**Run 1: sequential cells grouped by signal name**

Drawn at 2 px/micron. Other sequential cells in the stronger gray, the rest of the logic in the fainter gray.
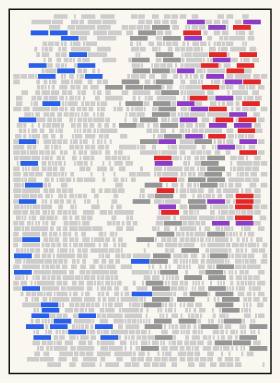
**Run 1: clock routing**

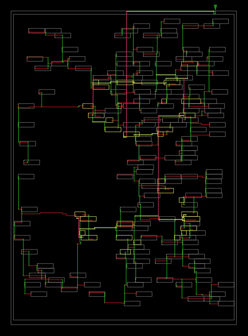
**Run 1: cell area per tile**

Drawn at 1.5 px/micron. 13 x 18 tiles, from dark purple (low) to yellow (high), 0 to 100% covered.
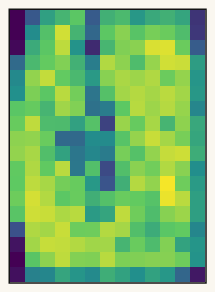
**Run 1: logic cells by family**

Drawn at 2 px/micron.
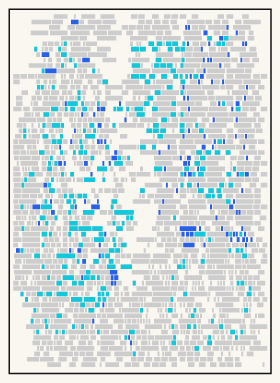
Design lsu_dmem_if_flat, sky130hd; sources not shown.
==> results.toml, run 1 <==
# flow metrics
[route]
wl_per_cell_microns = 18.3
drt-initial-drc-count = 713
avgViaCountPerCell = 5.74
drt_pass1_iterations = 5
drc = 0
drt_wl_total_mm = 36.2

[outcome]
failed_checks = "setup timing"
outcome = "finished with violations"

[layout]
final_cell_mix = "nand2_1, buf_4, dfrtp_1"
stdcell_area_sq_um = 16500
nets = 1803
syn2layout_area_growth_pct = 49.5

[power]
seqPwrFrac_pct = 25.1
power_leader = "combinational logic"
clkPwrFrac_pct = 14.8
irDropWorstVdd_mv = 0.547
power.density_nw_per_um2 = 844
p_switching_w = 0.00649
leakage_nw = 7.60
p_comb_w = 0.00838
switching_share_pct = 46.6
p_int_w = 0.00744

[logic_synthesis]
area_leaders = "dfrtp_1, nand2_1, mux2i_1, ha_1, mux4_2"
most_common_cell = "nand2_1"
yosysWarnings = 0
seq_area_frac_synth_pct = 34.9
ys_sh_xor_pct = 2.94
top_cell_area_share_pct = 34.9
syn_avg_cell_area_sq_um = 8.48
top_logic_kind = "simple AND/OR/NAND/NOR gates"
ys_seq_elements = 154
simple_gate_share_pct = 20.7
yosys-stat-cells = 1301
fa_ha_area_share_pct = 4.56
ys_sh_mux_pct = 12.3
yosysChipArea_sq_um = 11000
edf_count = 0
syn_area_sq_um = 11000
async_flop_share_pct = 100
synth-main-ff-cell = "dfrtp_1"
syn_inst = 1301

[worst_setup_path]
crit_fanout = 3
reg2reg_depth = 11
worst-path-buf-inv = 3
worstPathCellList = "nand2b_4 -> o22a_4 -> inv_4 -> ha_4 -> and3_4 -> and2_4 -> and3_4 -> and3_4 -> inv_4 -> nor3_4 -> nand4_1 -> xnor2_4 -> buf_12"
reg2reg_slack_ns = 0.02
critPathTopFamily = "simple AND/OR/NAND/NOR gates"
start_kind = "register"
crit_required_ns = 2.76
crit_type = "reg -> out"

[floorplan]
die_h_microns = 181
dieArea_sq_um = 23600
rows = 65
dieWidth_microns = 130

[timing]
slew_headroom_pct = 49.8
finalClockSkew_ns = 0.0105
worstMarginPinSlew_ns = 0.753
fmax_ghz = 0.282
setup_viol = 45
final.setup.worst_slack_ns = -0.294
finalHoldViolCount = 0
report.final.slew_viol_count = 0
hold_slack_ns = 0.0505
tns_ns = -8.24

[global_routing]
gr-usage-all-layers_pct = 30.8
antenna_found_initial = 1
grt_pass1_wl_mm = 56.9
grt_pass1_vias = 11400
gr-total-overflow = 0
grt_max_degree = 75

[place]
gp_congestion = 0.936
port-buffer-count = 205
place_ws_ns = -1.27
dp_hpwl_mm = 25.8

[flow_run]
maxCapViolCount = 0
tool_warnings = 30

[clocking]
cts_resized = 112
root_buffer = "clkbuf_16"
cts_buffers = 17
cts_tree = "yes"
htreeDepth = 4
cts_buffer_depth = 2
path_clk_slew_ns = 0.07
About 'sequential cells grouped by signal name':
- red: u_core.w0_q (placed flops 25)
- purple: u_core.w1_q (placed flops 24)
- blue: u_core.addr_q (placed flops 32)
- not colored: 73
Core Util, Final: 73.3%
sequential share of cell area: 23.4%
Seq. pwr: 0.00350 W

About 'clock routing':
Insertion Delay late pin: 0.44 ns
clock sinks: 154

About 'cell area per tile':
- tiles over 75% full: 50%
- mean over tiles: 68%
- nearly empty tiles: 1.3%
- fullest tile: 99%
Initial Util: 49.0%
core area: 22500 sq um

About 'logic cells by family':
- blue: nor cells (cells 140)
- cyan: aoi and oai cells (cells 284; where all over the die)
Cell Count, Final, Fillers Out: 1976
most frequent logic cell in the layout: nand2_1
Comb area share: 44.9%

[run 1: area by class of cell]
class	instances	area, sq um	share of cell area [%]
multi-input cells	1005	7410	44.9
repair buffers	423	4020	24.3
flip-flops and latches	154	3860	23.4
clock buffers	17	425	2.58
well taps	301	377	2.28
inverters	60	233	1.41
clock inverters	15	179	1.08
diodes	1	2.50	0.0152
[run 1: metal layers]
metal / GRT usage [%] / wire, microns / vias to the layer above
met1: 37.1 / 14100 / 5505
met3: 3.48 / 1650 / 100
met4: 11.9 / 1300 / 0
met2: 55.3 / 19100 / 416
li1: - / - / 5314
met5: 0 / 0 / -
**Run 1: wires at chosen ports, followed through buffers**

Drawn at 2 px/micron.
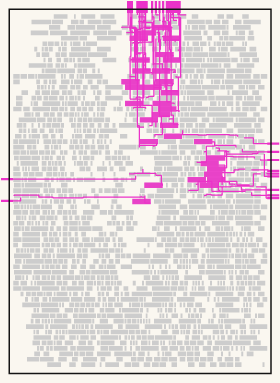

--- run 2 (diff from run 1) ---
--- a/config.mk
+++ b/config.mk
@@ -7,7 +7,7 @@
 export LEC_CHECK = 0
 export CAP_MARGIN = 20
 export CORE_ASPECT_RATIO = 1.4
-export CORE_UTILIZATION = 48
+export CORE_UTILIZATION = 58
 export DETAILED_ROUTE_END_ITERATION = 6
 export PLACE_DENSITY_LB_ADDON = 0.3
 export SLEW_MARGIN = 30
==> constraint.sdc (replaced) <==
create_clock -name clk -period 4.45 [get_ports clk]
set_input_delay 0.6675 -clock clk [delete_from_list [all_inputs] [get_ports clk]]
set_output_delay 0.6675 -clock clk [all_outputs]
set_load 0.03 [all_outputs]
**Run 2: wires at chosen ports, followed through buffers**

Drawn at 2 px/micron.
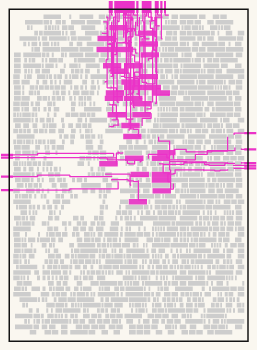
- magenta: bus_rsp_rdata (bits 32; direction output; edge 23 top, 5 right, 4 left; end cells 32; wire 1710 microns)
IO Count: 208
Buffers on Ports: 205

**Run 2: sequential cells grouped by signal name**

Drawn at 2 px/micron. Other sequential cells in the stronger gray, the rest of the logic in the fainter gray.
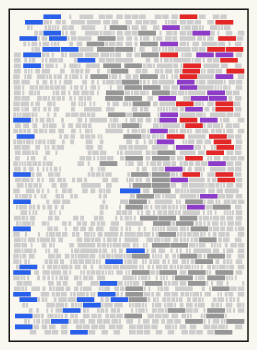
- blue: u_core.addr_q (placed flops 32)
- red: u_core.w0_q (placed flops 25)
- purple: u_core.w1_q (placed flops 24)
Core Util, Final: 77.5%
Seq. pwr: 0.00254 W
sequential share of cell area: 26.8%
Reg area: 3860 sq um

==> results.toml, run 2 <==
# flow metrics
[outcome]
outcome = "completed"

[route]
met2_length_mm = 18.0
drt-initial-drc-count = 877
wirelength_met1_mm = 12.6
wl_per_cell_microns = 19.0
drc = 0
drt_wl_total_mm = 34.0
top_layer = "met4"
ant_nets = 0
wl_met3_mm = 2.13
avgViaCountPerCell = 6.11
drt_pass1_iterations = 7
via_count = 10900

[floorplan]
rows = 59
dieArea_sq_um = 19600
fp-utilization_pct = 59.3
fp.coreArea_sq_um = 18600
die_h_microns = 165
dieWidth_microns = 119

[global_routing]
met1_usage_pct = 39.7
grt_max_degree = 86
gr-usage-all-layers_pct = 35.4
antenna_found_initial = 0
gr-total-overflow = 0
grt_pass1_vias = 10800
grt_use_met2_pct = 65.2
busiest_layer = "met2"
grt_use_met3_pct = 6.32
grt_pass1_wl_mm = 54.4

[timing]
finalCritPeriodShare_pct = 96.2
fin_crit_ns = 4.28
slew_headroom_pct = 39.0
setup_viol = 0
rsz0062_at_grt = "false"
tns_ns = 0
finalClockSkew_ns = 0.0115
report.final.slew_viol_count = 0
final.setup.worst_slack_ns = 0.171
fmax_ghz = 0.234
hold_slack_ns = 0.232
finalHoldViolCount = 0
worstMarginPinSlew_ns = 0.915

[logic_synthesis]
most_common_cell = "nand2_1"
synth.distinct_cells = 82
yosys-stat-cells = 1301
syn_inst = 1301
syn_avg_cell_area_sq_um = 8.48
yosysChipArea_sq_um = 11000
area_leaders = "dfrtp_1, nand2_1, mux2i_1, ha_1, mux4_2"
syn_area_sq_um = 11000
async_flop_share_pct = 100
synth-main-ff-cell = "dfrtp_1"
yosysWarnings = 0
top_cell_area_share_pct = 34.9
netlist_top_cells_count = "nand2_1, dfrtp_1, nor2_1, mux2i_1, o21ai_0"
ys_seq_elements = 154
largest_area_cell = "dfrtp_1"
edf_count = 0
seq_area_frac_synth_pct = 34.9

[layout]
drive_gt1_share_pct = 14.6
antenna_cells = 0
nets = 1671
stdcell_area_sq_um = 14400
syn2layout_area_growth_pct = 30.7
fillers = 1316
final_cell_mix = "nand2_1, clkdlybuf4s50_1, dfrtp_1"
layout_top_cell = "nand2_1"

[place]
placed_cell_area_sq_um = 13800
dp_hpwl_mm = 24.7
gp_congestion = 0.948
dp_cells = 1754
place_ws_ns = -0.475

[worst_setup_path]
crit_fanout = 7
reg2reg_depth = 9
cp_slowest_cell = "dfrtp_1"
crit_top_cell = "ha_1"
crit_required_ns = 3.78
reg2reg_slack_ns = 0.58
worst-path-buf-inv = 2
worstPathCellList = "nand2b_1 -> o22a_1 -> inv_1 -> ha_1 -> ha_1 -> and3_1 -> nand3_1 -> nor2_4 -> nand2_1 -> or2_2 -> nor2_1 -> xor2_1 -> buf_12"
cp-end-kind = "output port"
arrival_ns = 3.61
max_stage_delay_ns = 0.44
cp_num_cells = 13
crit_type = "reg -> out"
critPathTopFamily = "simple AND/OR/NAND/NOR gates"
start_kind = "register"

[power]
switching_share_pct = 47.9
irDropWorstVdd_mv = 0.376
p_comb_w = 0.00567
leakage_nw = 6.46
power.density_nw_per_um2 = 670
p_int_w = 0.00503
seqPwrFrac_pct = 26.3
combPwrFrac_pct = 58.7
clkPwrFrac_pct = 15.0
power_leader = "combinational logic"
p_total_w = 0.00966
p_switching_w = 0.00462
clk-power_w = 0.00145

[clocking]
cts_buffers = 17
insertion_delay_ns = 0.44
cts_tree = "yes"
path_clk_slew_ns = 0.07
ctsHoldBuffers = 0
post_cts_buffers = 0
htreeDepth = 4
cts_buffer_depth = 2
root_buffer = "clkbuf_16"
cts_resized = 2
cts_sinks = 154

[worst_hold_path]
min_path_type = "in -> async"

[flow_run]
tool_warnings = 27
maxCapViolCount = 0
**Run 2: logic cells by family**

Drawn at 3 px/micron.
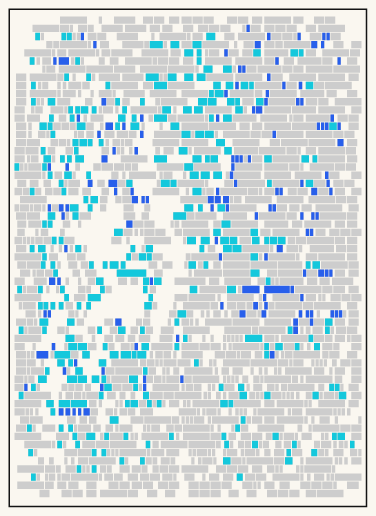
Comb area share: 46.0%
Cell Count, Final, Fillers Out: 1786

run 2: logic make-up (layout without fill, tap and decap cells):
kind of cell,after synthesis,in the layout,share of synthesized area [%]
fa+ha+maj,39,39,4.56
simple gates,506,506,20.7
xor+xnor,37,37,2.94
mux,112,112,12.3
other cells,1,2,0.0340
buf+inv,143,383,5.42
flops,154,154,34.9
compound gates,309,309,19.1
run 2: layout make-up:
class	count	area, sq um	area share (%)
Timing Repair Buffer	291	2810	19.5
Inverter	60	225	1.56
Clock buffer	17	425	2.95
Sequential cell	154	3860	26.8
Multi-Input combinational cell	1005	6640	46.0
Clock inverter	15	155	1.08
Tap cell	244	305	2.12
Power and IR drop assume default switching activity.
